**The metal 3 layer**

Drawn at 4 px/um. Cells faint in the background.
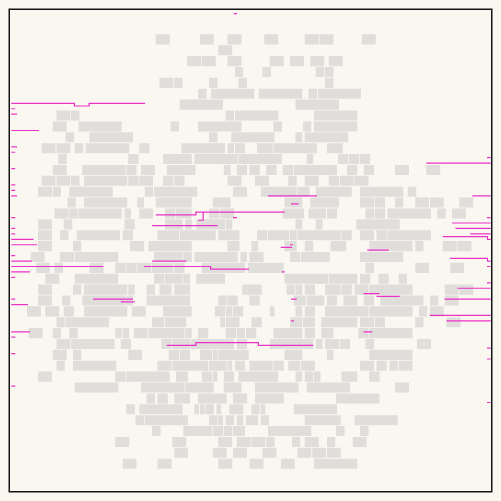
**Metal 1**

Drawn at 2 px/um. Supply wires on this layer in gray.
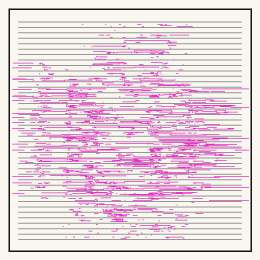
**Clock network drawn from the DEF**

Drawn at 3 px/um.
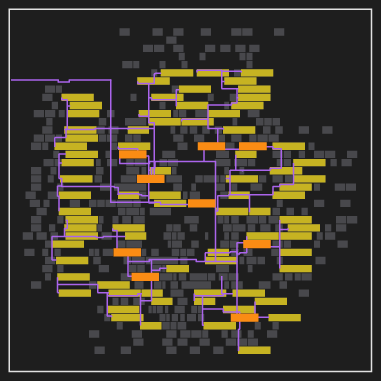
**Clock routing**

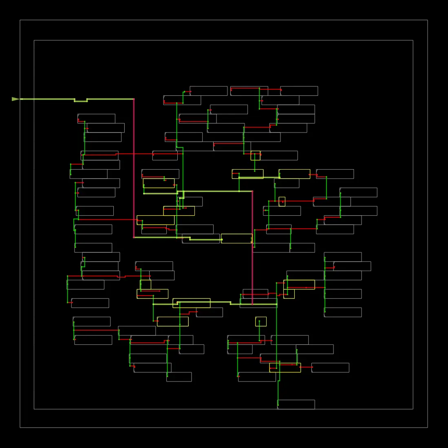
**Local utilization**

Drawn at 3 px/um. The die is cut into 12 by 12 equal tiles; white is low, dark blue is high, 0 to 100% covered.
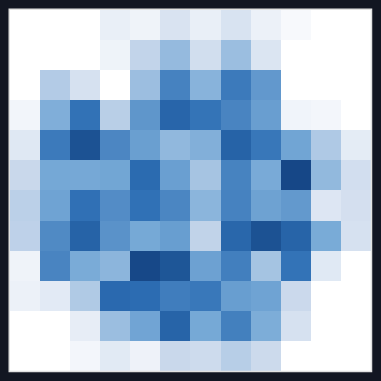
<file path="src/rtl/sort_stream_unloader_if.sv">
// Handshake bundle between the final sort stage, the unloader and the
// downstream element consumer.
interface sort_stream_unloader_if #(
  parameter int width = 8,
  parameter int index = 8
);
  logic                      in_valid;
  logic                      in_ready;
  logic [width-1:0]          in_data [0:index-1];
  logic                      out_valid;
  logic                      out_ready;
  logic [width-1:0]          out_data;
  logic [$clog2(index)-1:0]  out_index;
  logic                      out_last;

  // slave: the unloader itself; master: the surrounding pipeline/consumer
  modport slave (
    input  in_valid, in_data, out_ready,
    output in_ready, out_valid, out_data, out_index, out_last
  );
  modport master (
    output in_valid, in_data, out_ready,
    input  in_ready, out_valid, out_data, out_index, out_last
  );
endinterface

</file>
<file path="src/rtl/sort_stream_unloader.sv">
// Captures one sorted parallel vector and replays it as a framed element
// stream, one beat per accepted out handshake.
module sort_stream_unloader #(
  parameter int width      = 8,
  parameter int index      = 8,
  parameter int descending = 0
) (
  input  logic                  clk,
  input  logic                  rst,
  sort_stream_unloader_if.slave bus
);
  localparam int IW = $clog2(index);
  localparam logic [IW-1:0] LAST = IW'(index - 1);

  typedef enum logic {IDLE, SEND} state_t;
  state_t state, state_nxt;

  logic [IW-1:0]    cnt, k_nxt, p_first, p_nxt;
  logic [width-1:0] buffer [0:index-1];
  logic             capture, beat;

  function automatic logic [IW-1:0] beat_pos(input logic [IW-1:0] k);
    return (descending != 0) ? LAST - k : k;
  endfunction

  assign bus.out_valid = (state == SEND);
  // Ready again on the edge the final beat leaves, giving zero-bubble frames
  assign bus.in_ready  = !rst && ((state == IDLE) ||
                                  (bus.out_valid && bus.out_ready && bus.out_last));
  assign capture = bus.in_valid && bus.in_ready;
  assign beat    = bus.out_valid && bus.out_ready;
  assign k_nxt   = cnt + 1'b1;
  assign p_first = beat_pos('0);
  assign p_nxt   = beat_pos(k_nxt);

  always_comb begin
    state_nxt = state;
    case (state)
      IDLE: if (capture) state_nxt = SEND;
      SEND: begin
        if (capture)                     state_nxt = SEND;
        else if (beat && bus.out_last)   state_nxt = IDLE;
      end
      default: state_nxt = IDLE;
    endcase
  end

  always_ff @(posedge clk) begin
    if (rst) begin
      state         <= IDLE;
      cnt           <= '0;
      bus.out_data  <= '0;
      bus.out_index <= '0;
      bus.out_last  <= 1'b0;
      for (int i = 0; i < index; i++) buffer[i] <= '0;
    end else begin
      state <= state_nxt;
      if (capture) begin
        for (int i = 0; i < index; i++) buffer[i] <= bus.in_data[i];
        cnt           <= '0;
        bus.out_data  <= bus.in_data[p_first];
        bus.out_index <= p_first;
        bus.out_last  <= 1'b0;
      end else if (beat && !bus.out_last) begin
        cnt           <= k_nxt;
        bus.out_data  <= buffer[p_nxt];
        bus.out_index <= p_nxt;
        bus.out_last  <= (k_nxt == LAST);
      end
    end
  end
endmodule

</file>
<file path="src/flat_wrapper.sv">
// flat-port wrapper written by rule: the top's interface ports become plain ports
module sort_stream_unloader_flat 
#(
  parameter int width      = 8,
  parameter int index      = 8,
  parameter int descending = 0
)
  (clk, rst, bus_in_valid, bus_in_data, bus_out_ready, bus_in_ready, bus_out_valid, bus_out_data, bus_out_index, bus_out_last);
  sort_stream_unloader_if #(.width(width), .index(index)) bus_i ();
  input  logic clk;
  input  logic rst;
  input wire logic [$bits(bus_i.in_valid)-1:0] bus_in_valid;
  input wire logic [$bits(bus_i.in_data)-1:0] bus_in_data;
  input wire logic [$bits(bus_i.out_ready)-1:0] bus_out_ready;
  output wire logic [$bits(bus_i.in_ready)-1:0] bus_in_ready;
  output wire logic [$bits(bus_i.out_valid)-1:0] bus_out_valid;
  output wire logic [$bits(bus_i.out_data)-1:0] bus_out_data;
  output wire logic [$bits(bus_i.out_index)-1:0] bus_out_index;
  output wire logic [$bits(bus_i.out_last)-1:0] bus_out_last;
  assign bus_i.in_valid = bus_in_valid;
  assign bus_i.in_data = {>>{bus_in_data}};
  assign bus_i.out_ready = bus_out_ready;
  assign bus_in_ready = bus_i.in_ready;
  assign bus_out_valid = bus_i.out_valid;
  assign bus_out_data = bus_i.out_data;
  assign bus_out_index = bus_i.out_index;
  assign bus_out_last = bus_i.out_last;
  sort_stream_unloader #(.width(width), .index(index), .descending(descending)) u_core (.clk(clk), .rst(rst), .bus(bus_i));
endmodule
</file>
<file path="config.mk">
export PLATFORM = sky130hd
export DESIGN_NAME = sort_stream_unloader_flat
export DESIGN_NICKNAME = d
export VERILOG_FILES = /design/src/rtl/sort_stream_unloader_if.sv /design/src/rtl/sort_stream_unloader.sv /design/src/flat_wrapper.sv
export SDC_FILE = /design/constraint.sdc
export NUM_CORES = 1
export LEC_CHECK = 0
export CAP_MARGIN = 20
export CORE_MARGIN = 4
export CORE_UTILIZATION = 32
export CTS_CLUSTER_SIZE = 40
export DETAILED_ROUTE_END_ITERATION = 10
export GPL_ROUTABILITY_DRIVEN = 0
export MAX_ROUTING_LAYER = met4
export PLACE_DENSITY = 0.61
export REMOVE_ABC_BUFFERS = 1
export SYNTH_ARGS = -nofsm -noshare
export SYNTH_HDL_FRONTEND = slang
export SYNTH_SLANG_ARGS = --single-unit
</file>
<file path="constraint.sdc">
create_clock -name clk -period 2.7 [get_ports clk]
set_input_delay 0.405 -clock clk [delete_from_list [all_inputs] [get_ports clk]]
set_output_delay 0.405 -clock clk [all_outputs]
set_load 0.005 [all_outputs]
</file>
==> reports/metrics.cfg <==
[outcome]
status = finished clean

[setup_path]
crit_arrival_ns = 1.94
r2r_start = u_core.cnt[0]
path_cells = clkdlybuf4s50_1 -> a21boi_0 -> nor2_1 -> clkdlybuf4s50_1
start_kind = input port
path_class = input port to output port
crit_path_start = bus_out_ready
cp.depth = 4
reg2reg_depth = 7
cp_num_buf_inv = 2
slowest_delay_ns = 0.52

[yosys]
top_area_share_pct = 47.69
synth-edff-count = 64
ys_async_sr_fraction_pct = 0
synth.distinct_cells = 34
synthSimpleGateAreaFrac_pct = 21.64
most_common_cell = edfxtp_1
ys_cells = 324
yosys_area_um2 = 4030
ys_ff = 77
mux_area_share_pct = 8.196
syn_avg_cell_area_um2 = 12.44
ys_top_cells_by_area = edfxtp_1, and2_1, dfxtp_1
synthTopLogicFamily = simple AND/OR/NAND/NOR gates

[final_timing]
fin_ws_ns = 0.3558
rsz0062_at_grt = false
fin_crit_ns = 2.344
tightest_slew_ns = 0.7788
tns_ns = 0
setup_viol = 0
relSlewSlack_pct = 48.08
whs_ns = 0.5367

[final_layout]
lay_top_count = clkdlybuf4s50_1
buffer_area_share_pct = 17.66
final_core_util_pct = 44.17
num-nets-final = 475
reg_top3 = u_core.buffer: 64 flops, u_core.bus.out_data: 8 flops, u_core.cnt: 3 flops
dominant_cells = registers
largest_register_ffs = 64
inv_count = 2
drive_gt1_share_pct = 15.85

[die]
dieHeight_um = 120.2
die-area_um2 = 14450
fp-utilization_pct = 33.14

[routing]
drt_first_pass_iters = 4
avgViaCountPerCell = 4.744
antenna_left = 0
drt_iter0_drc = 103
routed_wl_um = 9170
routedWlPerCell_um = 15.87
wl_met1_um = 4161

[power_and_ir_drop]
switchingPower_mw = 0.7086
power_density_nw_per_um2 = 587.2
sequentialPowerShare_pct = 44.9
ir_drop_mv = 0.3053
cellLeakagePower_nw = 2.017
combinationalPower_mw = 0.460
p_comb_share_pct = 14.6
switching_share_pct = 22.46

[worst_hold_path]
hold_path_startpoint = u_core.bus.out_last

[grt]
use_met3_pct = 3.414
gr-usage-all-layers_pct = 13.63
grt_pass1_wl_um = 14860

[placed_design]
place_ws_ns = 0.3370
io_buffer_count = 81

[cts]
cts_setup_buffers = 0
cts_tree = built
hold_buffers = 0
clockBufferDepth = 2

[job]
tool_warnings = 26

About 'the metal 3 layer':
The layer carries 394 um of wire. The longest straight run is 22.8 um. The wires run mostly horizontal. 55 nets have wire on it. The layer holds 4.3% of the routed length.

About 'metal 1':
The layer holds 45% of the routed length. The wires run mostly horizontal.
via count: 2742
met1 usage: 16.75%

About 'clock network drawn from the DEF':
Key: purple = clock wires [length 916 um]; yellow = flip-flops [count 77]; orange = clock-net drivers [count 9]
There are 10 routed clock nets.
Clk. pwr: 1.28 mW
clk latency late pin: 0.33 ns
Clock Power Share: 40.5%
Clock Skews: 0.005035 ns

About 'clock routing':
CTS Sinks: 77
number of CTS-inserted buffers: 9
clkbuf count: 9

About 'local utilization':
The mean over all tiles is 36%. 9.7% of the tiles are over 75% full. 20% of the tiles are nearly empty. The emptiest ninth of the die: north-east.

Power and IR drop assume default switching activity.
